Fig. 1: floorplan with the power grid
The bar under the picture is 50 um long. Pins as bars on the die edge. Tap cells in gray.
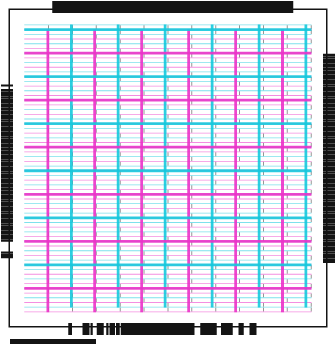
Fig. 2: cell classes on the final placement
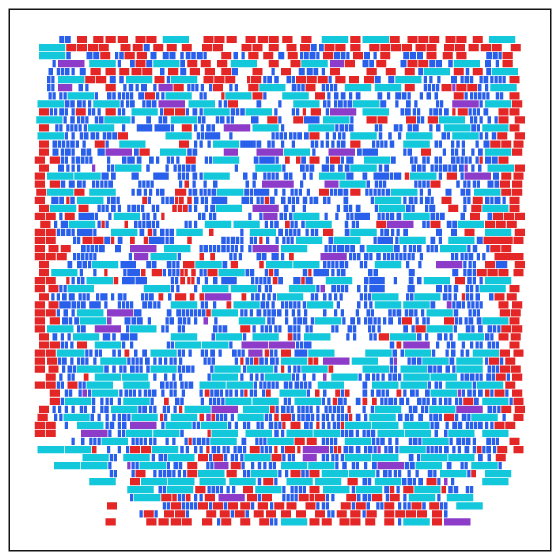
`config.mk`:
```
export PLATFORM = sky130hd
export DESIGN_NAME = jambu_perm_core_flat
export DESIGN_NICKNAME = d
export VERILOG_FILES = /design/src/rtl/jambu_pkg.sv /design/src/rtl/jambu_perm_core_if.sv /design/src/rtl/jambu_fsr_step.sv /design/src/rtl/jambu_perm_core.sv /design/src/flat_wrapper.sv
export SDC_FILE = /design/constraint.sdc
export NUM_CORES = 1
export LEC_CHECK = 0
export ABC_AREA = 1
export CAP_MARGIN = 30
export CORE_MARGIN = 8
export CORE_UTILIZATION = 53
export DETAILED_ROUTE_END_ITERATION = 7
export GPL_TIMING_DRIVEN = 0
export HOLD_SLACK_MARGIN = 0.12
export PLACE_DENSITY = 0.95
export SYNTH_ARGS = -nofsm -noshare
export SYNTH_HDL_FRONTEND = slang
export SYNTH_SLANG_ARGS = --single-unit
```
`constraint.sdc`:
```
create_clock -name clk -period 20.2 [get_ports clk]
set_input_delay 3.03 -clock clk [delete_from_list [all_inputs] [get_ports clk]]
set_output_delay 3.03 -clock clk [all_outputs]
set_load 0.005 [all_outputs]
```
`src/rtl/jambu_pkg.sv`:
```
// jambu_pkg: shared tap constants, permutation round counts and FSM state type
package jambu_pkg;
    localparam int JAMBU_TAP_T1 = 15;
    localparam int JAMBU_TAP_T2 = 6;
    localparam int JAMBU_TAP_T3 = 21;
    localparam int JAMBU_TAP_T4 = 27;
    localparam int JAMBU_P640_ITERS = 20;
    localparam int JAMBU_P1024_ITERS = 32;
    typedef enum logic [1:0] {IDLE, RUN, DONE} jambu_state_e;
endpackage

```
`src/rtl/jambu_perm_core_if.sv`:
```
// jambu_perm_core_if: request/response handshake bundle for the permutation engine
interface jambu_perm_core_if #(parameter int KEY_WORDS = 4, parameter int ITER_W = 6);
    logic                   in_valid;
    logic                   in_ready;
    logic [127:0]           in_state;
    logic [32*KEY_WORDS-1:0] in_key;
    logic [ITER_W-1:0]      in_iters;
    logic                   out_valid;
    logic                   out_ready;
    logic [127:0]           out_state;
    modport master(output in_valid, in_state, in_key, in_iters, out_ready,
                   input in_ready, out_valid, out_state);
    modport slave(input in_valid, in_state, in_key, in_iters, out_ready,
                  output in_ready, out_valid, out_state);
endinterface

```
`src/rtl/jambu_fsr_step.sv`:
```
// jambu_fsr_step: one 32-step TinyJAMBU NLFSR iteration built from the fsr funnel taps
module jambu_fsr_step
    import jambu_pkg::*;
(
    input  logic [127:0] state,
    input  logic [31:0]  key,
    output logic [127:0] next
);
    logic [31:0] s0, s1, s2, s3, t1, t2, t3, t4, fb;
    assign {s3, s2, s1, s0} = state;
    assign t1 = (s1 >> JAMBU_TAP_T1) | (s2 << (32 - JAMBU_TAP_T1));
    assign t2 = (s2 >> JAMBU_TAP_T2) | (s3 << (32 - JAMBU_TAP_T2));
    assign t3 = (s2 >> JAMBU_TAP_T3) | (s3 << (32 - JAMBU_TAP_T3));
    assign t4 = (s2 >> JAMBU_TAP_T4) | (s3 << (32 - JAMBU_TAP_T4));
    assign fb = s0 ^ t1 ^ ~(t2 & t3) ^ t4 ^ key;
    assign next = {fb, s3, s2, s1};
endmodule

```
`src/rtl/jambu_perm_core.sv`:
```
// jambu_perm_core: multi-cycle keyed TinyJAMBU permutation engine
// JAMBU_PERM_UNROLL2_EN: chain two steps per cycle while at least two iterations remain
module jambu_perm_core
    import jambu_pkg::*;
#(
    parameter int KEY_WORDS = 4,
    parameter int ITER_W    = 6
) (
    input logic clk,
    input logic rst,
    jambu_perm_core_if.slave bus
);
    localparam int IW = $clog2(KEY_WORDS);
    jambu_state_e st;
    logic [127:0] s, n1, nxt;
    logic [32*KEY_WORDS-1:0] key;
    logic [ITER_W-1:0] rem, step;
    logic [IW-1:0] idx, idx_nxt;
    logic rdy, vld;
    // Explicit wrap so non-power-of-two key lengths cycle correctly
    function automatic logic [IW-1:0] inc(input logic [IW-1:0] i);
        return i == IW'(KEY_WORDS - 1) ? '0 : i + 1'b1;
    endfunction
    jambu_fsr_step u_s0 (.state(s), .key(key[32*int'(idx) +: 32]), .next(n1));
`ifdef JAMBU_PERM_UNROLL2_EN
    logic [127:0] n2;
    logic two;
    jambu_fsr_step u_s1 (.state(n1), .key(key[32*int'(inc(idx)) +: 32]), .next(n2));
    assign two = rem >= ITER_W'(2);
    assign nxt = two ? n2 : n1;
    assign step = two ? ITER_W'(2) : ITER_W'(1);
    assign idx_nxt = two ? inc(inc(idx)) : inc(idx);
`else
    assign nxt = n1;
    assign step = ITER_W'(1);
    assign idx_nxt = inc(idx);
`endif
    always_ff @(posedge clk or posedge rst) begin
        if (rst) begin
            st  <= IDLE;
            rdy <= 1'b1;
            vld <= 1'b0;
            s   <= '0;
            key <= '0;
            rem <= '0;
            idx <= '0;
        end else begin
            case (st)
                IDLE: if (bus.in_valid) begin
                    s   <= bus.in_state;
                    key <= bus.in_key;
                    rem <= bus.in_iters;
                    idx <= '0;
                    rdy <= 1'b0;
                    st  <= bus.in_iters != '0 ? RUN : DONE;
                end
                RUN: begin
                    s   <= nxt;
                    rem <= rem - step;
                    idx <= idx_nxt;
                    if (rem <= step) begin
                        st  <= DONE;
                        vld <= 1'b1;
                    end
                end
                // A zero-iteration request arrives here with vld low and spends one cycle
                DONE: if (!vld) vld <= 1'b1;
                else if (bus.out_ready) begin
                    vld <= 1'b0;
                    rdy <= 1'b1;
                    st  <= IDLE;
                end
                default: st <= IDLE;
            endcase
        end
    end
    assign bus.in_ready = rdy;
    assign bus.out_valid = vld;
    assign bus.out_state = s;
endmodule

```
`src/flat_wrapper.sv`:
```
// flat-port wrapper written by rule: the top's interface ports become plain ports
module jambu_perm_core_flat import jambu_pkg::*;
#(
    parameter int KEY_WORDS = 4,
    parameter int ITER_W    = 6
)
  (clk, rst, bus_in_valid, bus_in_state, bus_in_key, bus_in_iters, bus_out_ready, bus_in_ready, bus_out_valid, bus_out_state);
  jambu_perm_core_if #(.KEY_WORDS(KEY_WORDS), .ITER_W(ITER_W)) bus_i ();
  input logic clk;
  input logic rst;
  input wire logic [$bits(bus_i.in_valid)-1:0] bus_in_valid;
  input wire logic [$bits(bus_i.in_state)-1:0] bus_in_state;
  input wire logic [$bits(bus_i.in_key)-1:0] bus_in_key;
  input wire logic [$bits(bus_i.in_iters)-1:0] bus_in_iters;
  input wire logic [$bits(bus_i.out_ready)-1:0] bus_out_ready;
  output wire logic [$bits(bus_i.in_ready)-1:0] bus_in_ready;
  output wire logic [$bits(bus_i.out_valid)-1:0] bus_out_valid;
  output wire logic [$bits(bus_i.out_state)-1:0] bus_out_state;
  assign bus_i.in_valid = bus_in_valid;
  assign bus_i.in_state = bus_in_state;
  assign bus_i.in_key = bus_in_key;
  assign bus_i.in_iters = bus_in_iters;
  assign bus_i.out_ready = bus_out_ready;
  assign bus_in_ready = bus_i.in_ready;
  assign bus_out_valid = bus_i.out_valid;
  assign bus_out_state = bus_i.out_state;
  jambu_perm_core #(.KEY_WORDS(KEY_WORDS), .ITER_W(ITER_W)) u_core (.clk(clk), .rst(rst), .bus(bus_i));
endmodule
```
==> notes.md <==
Update from the flow run.

The flow ran to the end, and the final reports show no timing, DRC or antenna violations. In the final timing run, aggregate negative setup slack is 0 ps. The kind of cell with the highest combined delay on the critical path is flip-flops.

The number of buffers and inverters on the critical path is 1. The worst register-to-register path begins at u_core.idx[0]. The routed wirelength on the met1 layer is recorded as 24,600 um. Note, the detailed placer reported a final HPWL of 51,100 um. The endpoint of the worst setup timing path is bus_out_state[104]. The leakage component of the power is roughly 10 nW.

The depth of the most critical reg-to-reg path is 9. In this run, placement finished with an instance count of 2,890. The detailed route wirelength on metal2 is 29,600 um.

For this run the aggregate overflow at the end of global routing stands at 0. The tally of max-capacitance violations is 0. Endpoints with negative setup slack in the final report add up to 0.

After its last routability iteration, the placer logged a weighted congestion of 1.02. Of all flip-flops after synthesis, the portion carrying an async set or reset was 100%. The startpoint kind of the worst setup timing path is a flip-flop. The detailed router used layers up to and including met5. The critical path is of the reg2out type. The placement report lists the number of port buffers as 395.

The worst slew margin relative to its limit is 33.4%. The floorplan row count is 61. Per the detail_route report, routed wire per instance is 23.0 um. The total routing usage reported by global routing is around two fifths. The TritonCTS clock tree is built.

The net count after synthesis is 2,384. The post-synthesis sequential element count is 268. The number of warnings the tools reported is 31. The predominant post-synthesis flop cell is sky130_fd_sc_hd__dfrtp_1. Across all hold checks on the routed design, the worst slack comes to 480 ps. The count of library flops with an enable pin is 0. According to the timing report, the critical path is launched from u_core.bus.out_state[104]. The count of unique library cells instantiated by Yosys is 29. The synthesized area per cell is between 6 and 7 um^2. The detailed router finished its first iteration with 2,575 violations. The I/O pin count is 396. The pin count of the biggest net entering global routing is around 130. The clock-pin slew on the worst setup and hold paths is 60 ps. The floorplan step defined a die boundary enclosing 33,400 um^2. The number of nets with antenna violations after detailed routing is 0.

The top cell types in the final layout, fill and taps aside, are 944 x sky130_fd_sc_hd__nand2_1, 395 x sky130_fd_sc_hd__clkdlybuf4s50_1, 267 x sky130_fd_sc_hd__dfrtp_1, 211 x sky130_fd_sc_hd__inv_1, 191 x sky130_fd_sc_hd__nand3_1. In the synthesized netlist, the number of instances is 2,115. The first-pass detailed-route iteration total is 8. The insertion delay at the late pin of the worst-skew pair is 590 ps. The area of the mapped netlist is 14,700 um^2. The global-route wire length before repair is 98,900 um. The final route contains 17,400 vias. Dividing the detail-routed via count by the number of cells gives 5.90. The count of non-filler cells in the finished layout is 2,951. In this run the number of cells on the critical path is 1.

The flop-to-flop setup slack is 17,940 ps. For this run, the number of Yosys warnings is 0. Ranked by total cell area, the synthesized netlist is headed by sky130_fd_sc_hd__dfrtp_1 45%, sky130_fd_sc_hd__nand2_1 24%, sky130_fd_sc_hd__nand3_1 6.5%.

The area growth from synthesis to layout is 37.3%. The OpenROAD report gives the critical path a required time of 17,170 ps. The arrival time of data at the critical path endpoint is 1790 ps. The peak ir drop on the vdd network is 99.0 uV. Post-route period utilization is reported as 23.8%.

The number of levels the H-tree was split into is 1. Looking at the max-slew report, the worst-margin pin has a slew of 998 ps. The cell area power density is 187 nW/um^2. The path class of the tightest hold or removal check is reg2reg. The hold buffer count at cts is 0. Across the routed clock network, the largest skew measured is 15.6 ps. After the last flow step, the layout net total stands at about 2,800. The largest stage delay on the critical path is 610 ps. Counting I/O delays and the setup requirement, the final critical path takes slightly below 5000 ps. The number of global-route vias before repair came to 16,700. The most instantiated library cell after synthesis is sky130_fd_sc_hd__nand2_1. The fraction of synthesized cell area taken by the top area cell type is roughly 45%. Setup repair after global routing left no endpoint under its margin. The number of gates resized after cts is 0. Per the detailed-route log, wirelength across all metal layers totals 67,800 um.
## Picture notes: Fig. 1
| net | color |
|---|---|
| VSS | magenta |
| VDD | cyan |
rows: 61
met5 straps: 12
met1 rails: 62
met4 straps: 12
core area: 27,600 um^2
DIE HEIGHT: 183 um
width of the chip: 183 um

## Picture notes: Fig. 2
| class | color | cells | share of their area |
|---|---|---|---|
| flip-flops | cyan | 268 | 34% |
| clock drivers and dummy loads | purple | 56 | 5.0% |
| all other logic | blue | 1,741 | 38% |
| other buffers and delay cells | red | 504 | 23% |

cell type report:
type                    count  area (um^2)
inverters                 218          826
flip-flops and latches    268         6710
clock inverters             7         60.1
repair buffers            398         4020
diodes                      4         10.0
plain buffers             106          497
clock buffers              49          922
fillers                  2147         7330
well taps                 378          473
multi-input cells        1523         6710
per-stage QoR:
stage	total power, mW	util (%)	setup slack [ps]
detailed placement	3.13	69.7	15270
floorplan	2.18	-	9790
global route	3.97	73.4	15360
global placement	3.05	69.5	6330
CTS	3.69	73.3	15420
finish	3.77	73.4	15380
sequential cells by signal, indices dropped and copies added (netlist names):
signal,cells
u_core.bus.out_state,128
u_core.key,128
u_core.rem,6
u_core.idx,2
u_core.st,2
u_core.bus.in_ready,1
u_core.bus.out_valid,1
power by group:
group	switching [mW]	internal, mW
Clock	0.236	0.311
Sequential	0.295	0.806
Combinational	1.34	0.779
Total	1.88	1.90
kinds of logic after synthesis:
group / count (synthesis) / synth area share [%]
adders and majority gates: 3 / 0.255
AOI/OAI and AO/OA: 238 / 10.4
DFF: 268 / 45.5
buffers and inverters: 324 / 8.93
xor gates and xnor gates: 1 / 0.0595
and+or+nand+nor: 1281 / 34.8
worst min path at each step:
| stage | to | startpoint | cells after the start | slack, ps |
|---|---|---|---|---|
| floorplan | u_core.key[34] | u_core.key[34] | 2 | 450 |
| detailed placement | u_core.key[58] | u_core.key[58] | 2 | 460 |
| global placement | u_core.bus.in_ready | u_core.bus.in_ready | 2 | 450 |
| CTS | u_core.bus.in_ready | u_core.bus.in_ready | 2 | 480 |
| finish | u_core.bus.in_ready | u_core.bus.in_ready | 2 | 480 |
| global route | u_core.key[122] | u_core.key[122] | 2 | 500 |
layer usage:
layer	vias up	track usage [%]
li1	7554	-
met1	8153	49.7
met2	1398	58.8
met3	292	9.45
met4	2	26.7
met5	-	0
Power figures rest on the tool's default switching activity, not on a simulated workload.
